Fig. 1: run 1, placed cells, one color a class
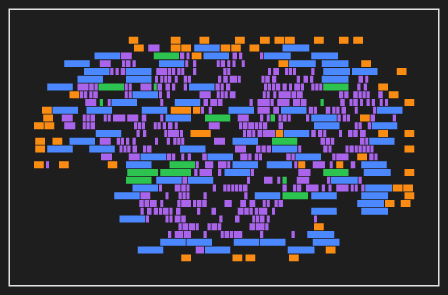
Fig. 2: run 1, placement density heat map
15 x 10 tiles, from black (low) to pale yellow (high), 0 to 100% covered.
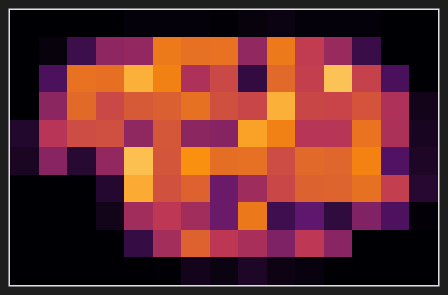
Fig. 3: run 1, sizing map
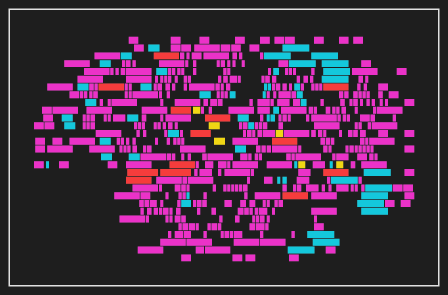
`config.mk`:
```
export PLATFORM = sky130hd
export DESIGN_NAME = stopwatch_display
export DESIGN_NICKNAME = d
export VERILOG_FILES = /design/src/rtl/stopwatch_display.sv
export SDC_FILE = /design/constraint.sdc
export NUM_CORES = 1
export LEC_CHECK = 0
export ABC_AREA = 1
export CAP_MARGIN = 20
export CORE_ASPECT_RATIO = 0.6
export CORE_MARGIN = 8
export CORE_UTILIZATION = 35
export DETAILED_ROUTE_END_ITERATION = 8
export HOLD_SLACK_MARGIN = 0.12
export PLACE_DENSITY = 0.59
export SYNTH_ARGS = -nofsm -noshare
export SYNTH_HDL_FRONTEND = slang
export SYNTH_SLANG_ARGS = --single-unit
```
`constraint.sdc`:
```
create_clock -name clk -period 3.01 [get_ports clk]
set_clock_uncertainty 0.15 [all_clocks]
set_input_delay 0.602 -clock clk [delete_from_list [all_inputs] [get_ports clk]]
set_output_delay 0.602 -clock clk [all_outputs]
set_load 0.05 [all_outputs]
```
`src/rtl/stopwatch_display.sv`:
```
// Split/lap hold and 8-digit multiplexed 7-segment driver for the stopwatch.
// Shows hh.mm.ss.cc from the live BCD digits or from a frozen snapshot.
module stopwatch_display #(
  parameter int unsigned REFRESH_DIV = 100000
) (
  input  logic       clk,
  input  logic       rst,
  input  logic       split,
  input  logic [3:0] cent_0,
  input  logic [3:0] cent_1,
  input  logic [3:0] sec_0,
  input  logic [3:0] sec_1,
  input  logic [3:0] min_0,
  input  logic [3:0] min_1,
  input  logic [3:0] hr_0,
  input  logic [3:0] hr_1,
  output logic [7:0] an,
  output logic [6:0] seg,
  output logic       dp,
  output logic       frozen
);

  localparam int unsigned NDIG = 8;
  localparam int unsigned DW   = 4;
  localparam int unsigned IW   = 3;
  localparam int unsigned SW   = 7;
  localparam int unsigned PW   = (REFRESH_DIV > 1) ? $clog2(REFRESH_DIV) : 1;

  typedef enum logic {
    LIVE = 1'b0,
    HELD = 1'b1
  } mode_e;

  // Split button: two-flop synchroniser plus an edge flop.
  logic sync1_q, sync2_q, edge_q;
  logic split_pulse;

  always_ff @(posedge clk or posedge rst) begin
    if (rst) begin
      sync1_q <= 1'b0;
      sync2_q <= 1'b0;
      edge_q  <= 1'b0;
    end else begin
      sync1_q <= split;
      sync2_q <= sync1_q;
      edge_q  <= sync2_q;
    end
  end

  assign split_pulse = sync2_q & ~edge_q;

  // Digit vector ordered by scan index: 0 = cent_0 (rightmost) .. 7 = hr_1.
  logic [NDIG-1:0][DW-1:0] live;
  assign live = {hr_1, hr_0, min_1, min_0, sec_1, sec_0, cent_1, cent_0};

  mode_e                   mode_q, mode_d;
  logic [NDIG-1:0][DW-1:0] snap_q, snap_d;

  always_ff @(posedge clk or posedge rst) begin
    if (rst) begin
      mode_q <= LIVE;
      snap_q <= '0;
    end else begin
      mode_q <= mode_d;
      snap_q <= snap_d;
    end
  end

  // Each pulse toggles the hold; entering hold captures the live digits.
  always_comb begin
    mode_d = mode_q;
    snap_d = snap_q;
    case (mode_q)
      LIVE: begin
        if (split_pulse) begin
          mode_d = HELD;
          snap_d = live;
        end
      end
      HELD: begin
        if (split_pulse) begin
          mode_d = LIVE;
        end
      end
    endcase
  end

  assign frozen = (mode_q == HELD);

  // Scan prescaler and digit index; independent of the hold state.
  logic [PW-1:0] presc_q, presc_d;
  logic [IW-1:0] idx_q, idx_d;

  always_ff @(posedge clk or posedge rst) begin
    if (rst) begin
      presc_q <= '0;
      idx_q   <= '0;
    end else begin
      presc_q <= presc_d;
      idx_q   <= idx_d;
    end
  end

  always_comb begin
    presc_d = presc_q + PW'(1);
    idx_d   = idx_q;
    if (presc_q == PW'(REFRESH_DIV - 1)) begin
      presc_d = '0;
      idx_d   = idx_q + IW'(1);
    end
  end

  function automatic logic [SW-1:0] decode(input logic [DW-1:0] d);
    logic [SW-1:0] s;
    case (d)
      4'd0:    s = 7'h40;
      4'd1:    s = 7'h79;
      4'd2:    s = 7'h24;
      4'd3:    s = 7'h30;
      4'd4:    s = 7'h19;
      4'd5:    s = 7'h12;
      4'd6:    s = 7'h02;
      4'd7:    s = 7'h78;
      4'd8:    s = 7'h00;
      4'd9:    s = 7'h10;
      default: s = 7'h7F;
    endcase
    return s;
  endfunction

  logic [DW-1:0]   digit_c;
  logic [NDIG-1:0] an_d;
  logic [SW-1:0]   seg_d;
  logic            dp_d;

  // Decimal points after hr_0, min_0 and sec_0 (even indices 2, 4, 6).
  always_comb begin
    digit_c = (mode_q == HELD) ? snap_q[idx_q] : live[idx_q];
    an_d    = ~(NDIG'(1) << idx_q);
    seg_d   = decode(digit_c);
    dp_d    = ~(~idx_q[0] & (|idx_q[2:1]));
  end

  always_ff @(posedge clk or posedge rst) begin
    if (rst) begin
      an  <= 8'hFF;
      seg <= 7'h7F;
      dp  <= 1'b1;
    end else begin
      an  <= an_d;
      seg <= seg_d;
      dp  <= dp_d;
    end
  end

endmodule

```
==> results_slide.txt, run 1 <==
Synthesis and Place & Route Summary

Route
  – WL final: 9061 um
  – Top sig layer: met4
  – Pre-Repair DR Iteration Count: 4
  – DRC violations left: 0
  – DRT iter0 DRCs: 202
  – Detailed-route wire length per cell: 13.94 um
  – DR vias: 3,022
  – Detail Route Antenna Nets: 0

Global route
  – Largest net degree at the start of global routing: 43
  – Vias in the first global route: 2,931
  – Antenna violations before repair: 0
  – GRT Total Usage: 0.1355
  – Overflow left after global routing: 0

Status
  – Outcome: finished, final reports clean

Layout
  – Final Instance Count excl. Fillers: 650
  – Share of cells above drive strength 1: 0.1389
  – Seq area share: 0.3847
  – Top cell excl fill/tap: nand2_1
  – Final net count: 554
  – Flops: 72
  – Clock buffer count: 12
  – Non-Clock Inverter Count: 64
  – Clock buf/inv share: 0.06473
  – Signal buf overhead: 0.1226
  – Sequential cell area: 1822 um^2

Worst setup path
  – R2r worst-path depth: 12
  – CP startpoint kind: register
  – Reg2reg start: idx_q[0]
  – Worst Path Buf+Inv: 1
  – Crit. End Element: primary output
  – Worst Setup SP: an[0]
  – Critical Path End: an[0]
  – Critical path class: reg2out
  – Critical path depth in cells: 1
  – Arr. time, crit path: 1.65 ns
  – Worst EP required: 2.26 ns
  – Critical Path Max Stage Delay: 0.81 ns
  – Crit-path cells: clkdlybuf4s50_1

Logic synthesis
  – Ys async rst share: 1.000
  – Dominant Register Cell: dfrtp_1
  – Synthesized area: 3761 um^2
  – Post-synth EDFFs: 0
  – Yosys cell types: 30
  – Gate count of the mapped netlist: 453
  – Ys cells: 453

Placed design
  – I/O Buffers: 51
  – DP HPWL: 6757 um
  – GPL Wtd Cong: 0.8919
  – Placed Cells: 634
  – Worst slack, placed: 0.5375 ns

Timing
  – Max-Slew Margin vs Limit: 0.6538
  – Sum Neg Setup Slack: 0 ns
  – Fmax: 415.8 MHz
  – Crit path time final: 2.405 ns
  – Final Hold Fails: 0
  – Final Setup Violations: 0
  – Slew Viols, Final: 0
  – Period utilization: 0.7989
  – Unrepaired setup endpoints after global routing: false

Clocking
  – Htree depth: 3
  – TritonCTS clock tree: done
  – CTS Buf Count: 9
  – Clock Tree Buf Depth: 2
  – Resized cells post-CTS: 0
  – Hold_buf cts: 0
  – Post-CTS setup repair buffer count: 0
  – Worst-skew pair later-pin latency: 0.33 ns

Flow run
  – Log Warnings: 34
  – Max Cap Viol: 0

Hold path
  – HP Start: sync1_q
  – WHS Path Cells: 0

Floorplan
  – Num tapcells: 139
  – Core Util at FP: 0.3574
  – DIE AREA: 14,430 um^2
  – Die Span X: 149.8 um
  – Io pins: 52
  – # rows: 29

Power
  – Peak supply drop: 437.1 uV
  – Pwr Density: 768.8 nW/um^2
Notes on Fig. 1 above:
Key: other buffers and delay cells = orange [cells 57]; all other logic = purple [cells 366]; clock drivers and dummy loads = green [cells 16]; flip-flops = blue [cells 72]

Notes on Fig. 2 above:
The emptiest ninth of the die: lower left. The mean over all tiles is 32%. 29% of the tiles are nearly empty.

Notes on Fig. 3 above:
Key: drive 2 = cyan [cells 52]; drive 3 to 4 = yellow [cells 6]; drive 1 or less = magenta [cells 440]; drive 6 and up = red [cells 13]

[run 1: registers in the layout, indices dropped and copies added, names as in the netlist]
signal / flops
sync1_q: 1
an: 8
sync2_q: 1
idx_q: 3
snap_q: 32
seg: 7
edge_q: 1
dp: 1
presc_q: 17
frozen: 1
[run 1: cell usage after synthesis (3+ instances only)]
library cell    n  area share
nor2_1         37       0.037
buf_4           4      0.0080
a21oi_1         8       0.011
o211ai_1        3      0.0060
o21ai_0        21       0.028
nand2_2         7       0.012
buf_2           6      0.0080
mux2_2         17       0.051
nand4_1         6       0.010
nor4_1          3      0.0050
o21ai_1         5      0.0067
inv_2           8      0.0080
xor2_1          8       0.019
dfrtp_1        56        0.37
clkbuf_1        4      0.0040
inv_1          56       0.056
nor3_1          5      0.0067
dfstp_2        16        0.11
ha_1           13       0.043
nand3_1        40       0.053
nand2_1       119        0.12
[run 1: metal layers]
metal,global-route usage,up-vias
met5,0,-
met4,0.05294,0
met3,0.04319,12
met2,0.1746,73
met1,0.2014,1404
li1,-,1533
[run 1: where the power goes]
group	internal, W	switching (W)	total [W]
sequential	0.00127	0.000112	0.00139
combinational	0.000438	0.000704	0.00114
clock	0.000723	0.000391	0.00111
total	0.00243	0.00121	0.00364
[run 1: cell families (layout without fill, tap and decap cells)]
kind of cell             after synthesis  count (layout)  synth area share
AND/OR/NAND/NOR                      224             224            0.2585
buffers and inverters                 79             137           0.08683
flip-flops                            72              72            0.4844
AND-OR/OR-AND                         40              40           0.05755
multiplexers                          17              17           0.05090
adder cells (fa/ha/maj)               13              13           0.04325
XOR/XNOR                               8               8           0.01863
## Run 2: what changed since run 1
--- a/config.mk
+++ b/config.mk
@@ -12,7 +12,7 @@
 export CORE_UTILIZATION = 35
 export DETAILED_ROUTE_END_ITERATION = 8
 export HOLD_SLACK_MARGIN = 0.12
-export PLACE_DENSITY = 0.59
+export PLACE_DENSITY = 0.61
 export SYNTH_ARGS = -nofsm -noshare
 export SYNTH_HDL_FRONTEND = slang
 export SYNTH_SLANG_ARGS = --single-unit
==> constraint.sdc (replaced) <==
create_clock -name clk -period 2.1 [get_ports clk]
set_clock_uncertainty 0.15 [all_clocks]
set_input_delay 0.42 -clock clk [delete_from_list [all_inputs] [get_ports clk]]
set_output_delay 0.42 -clock clk [all_outputs]
set_load 0.05 [all_outputs]
==> run 2 against run 1 <==
Area after synthesis unchanged. Flip-flop count unchanged. Total power rose by 45%. Sequential share of layout area decreased by 2.1 points. Register-to-register slack worse by 0.69 ns. Hold slack worse by 0.00081 ns. Cell area grew 5.8%. Worst setup slack worse by 0.54 ns.
==> results_slide.txt, run 2 <==
Synthesis and Place & Route Summary

Floorplan
  – # rows: 29
  – Core Util at FP: 0.3574
  – Io pins: 52
  – DIE AREA: 14,430 um^2

Flow run
  – Log Warnings: 35
  – Max Cap Viol: 0

Power
  – Switching pwr: 0.001851 W
  – Sw frac: 0.3501
  – Sequential fraction of design power: 0.375
  – Pwr Density: 1056 nW/um^2
  – Peak supply drop: 489.5 uV
  – P_int: 0.003437 W

Hold path
  – WHS Path Cells: 0

Global route
  – GRT Total Usage: 0.1333
  – Antenna violations before repair: 0
  – Vias in the first global route: 3,034
  – Overflow left after global routing: 0
  – Largest net degree at the start of global routing: 73
  – Met1 global-route usage: 0.1905

Layout
  – Reg with most FFs: snap_q
  – Share of cells above drive strength 1: 0.2519
  – Final net count: 579
  – Final Instance Count excl. Fillers: 675
  – Top cell excl fill/tap: nand2_1

Logic synthesis
  – Dominant Register Cell: dfrtp_1
  – Ys async rst share: 1.000
  – Synth top cells by count: 119 x nand2_1, 56 x dfrtp_1, 56 x inv_1, 40 x nand3_1, 37 x nor2_1
  – Yosys cell types: 30
  – Most common cell in the netlist: nand2_1
  – Ys cells: 453
  – Synthesized area: 3761 um^2
  – Gate count of the mapped netlist: 453
  – Area leader share: 0.3726
  – Top cells by area: dfrtp_1 37%, nand2_1 12%, dfstp_2 11%

Worst setup path
  – Worst EP required: 2.21 ns
  – Crit. End Element: register
  – Arr. time, crit path: 2.14 ns
  – Crit-path cells: clkbuf_16, nand2_1, nand2_2, a21oi_2, nor2_2, nand2_1, nand2_2, inv_2, ha_1, nand3b_1, nand3_1, nand2_1
  – Critical path depth in cells: 12
  – Critical Path Max Stage Delay: 0.55 ns
  – CP startpoint kind: register
  – Worst Path Buf+Inv: 2
  – Critical path class: reg2reg
  – Worst Setup SP: idx_q[0]
  – R2r worst-path depth: 12
  – Reg2reg start: idx_q[0]

Route
  – Pre-Repair DR Iteration Count: 4
  – WL final: 9418 um
  – Detail Route Antenna Nets: 0

Clocking
  – Worst-skew pair later-pin latency: 0.33 ns
  – Htree depth: 3
  – Clock Tree Buf Depth: 2
  – TritonCTS clock tree: done

Timing
  – Final Hold Fails: 0
  – Crit path time final: 2.037 ns
  – Max-Slew Margin vs Limit: 0.7393
  – Final Setup Violations: 0
  – Period utilization: 0.9699
  – Fmax: 491.0 MHz
  – Unrepaired setup endpoints after global routing: true

Placed design
  – Worst slack, placed: -0.1487 ns
  – GPL Wtd Cong: 0.9023
  – DP HPWL: 6736 um
  – I/O Buffers: 51
  – Placed Cells: 647

Status
  – Outcome: finished, final reports clean
run 2: cell counts after synthesis:
Identical to the previous run, type by type.
run 2: routing by layer:
metal / vias to the layer above / share of wire
li1: 1589 / -
met1: 1492 / 0.52
met2: 83 / 0.42
met3: 11 / 0.057
met4: 0 / 0.011
met5: - / 0
run 2: cell type report:
cell class | count | area, um^2 | area share
clock inverters | 5 | 37.54 | 0.007493
clock buffers | 11 | 264.0 | 0.05270
multi-input cells | 302 | 1678 | 0.3349
repair buffers | 82 | 775.7 | 0.1548
flip-flops and latches | 72 | 1824 | 0.3641
well taps | 139 | 173.9 | 0.03472
inverters | 64 | 256.5 | 0.05120
run 2: stage by stage:
stage / power, W / TNS (ns)
finish: 0.005288 / 0
global route: 0.005643 / -0.1150
CTS: 0.005216 / 0
detailed placement: 0.003666 / -0.6335
global placement: 0.003612 / -0.5075
floorplan: 0.003146 / 0
run 2: what timing repair did:
item / 4_1_cts / 5_1_grt
setup buffers: 0 / 10
resized: 0 / 30
endpoints found under the setup margin: 0 / 7
hold buffers: 0 / 0
run 2: power groups by stage:
stage	clock (W)	combinational (W)	sequential, W
6_report	0.00151	0.00180	0.00199
5_1_grt	0.00162	0.00199	0.00203
4_1_cts	0.00156	0.00167	0.00199
3_5_place_dp	0	0.00166	0.00201
3_3_place_gp	0	0.00162	0.00199
2_1_floorplan	0	0.000892	0.00225
run 2: logic make-up after synthesis:
logic type | share of synthesized area
AND/OR/NAND/NOR | 0.2585
buffers and inverters | 0.08683
flip-flops | 0.4844
AND-OR/OR-AND | 0.05755
multiplexers | 0.05090
adder cells (fa/ha/maj) | 0.04325
XOR/XNOR | 0.01863
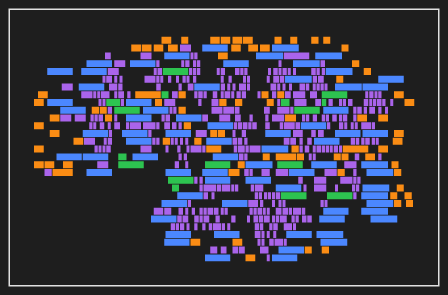
Fig. 4. Placed cells, one color a class (run 2).
Key: clock drivers and dummy loads = green [cells 16]; all other logic = purple [cells 366]; flip-flops = blue [cells 72]; other buffers and delay cells = orange [cells 82]

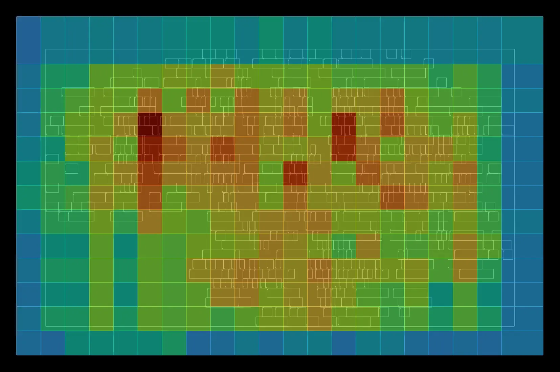
Fig. 5. Routing congestion (run 2).
GR peak layer: met1
M3 GR Usage: 0.04272
met2 usage: 0.1851
detailed-route wire length per cell: 13.95 um

No activity file was given, so power comes from the tool's default toggle rates.
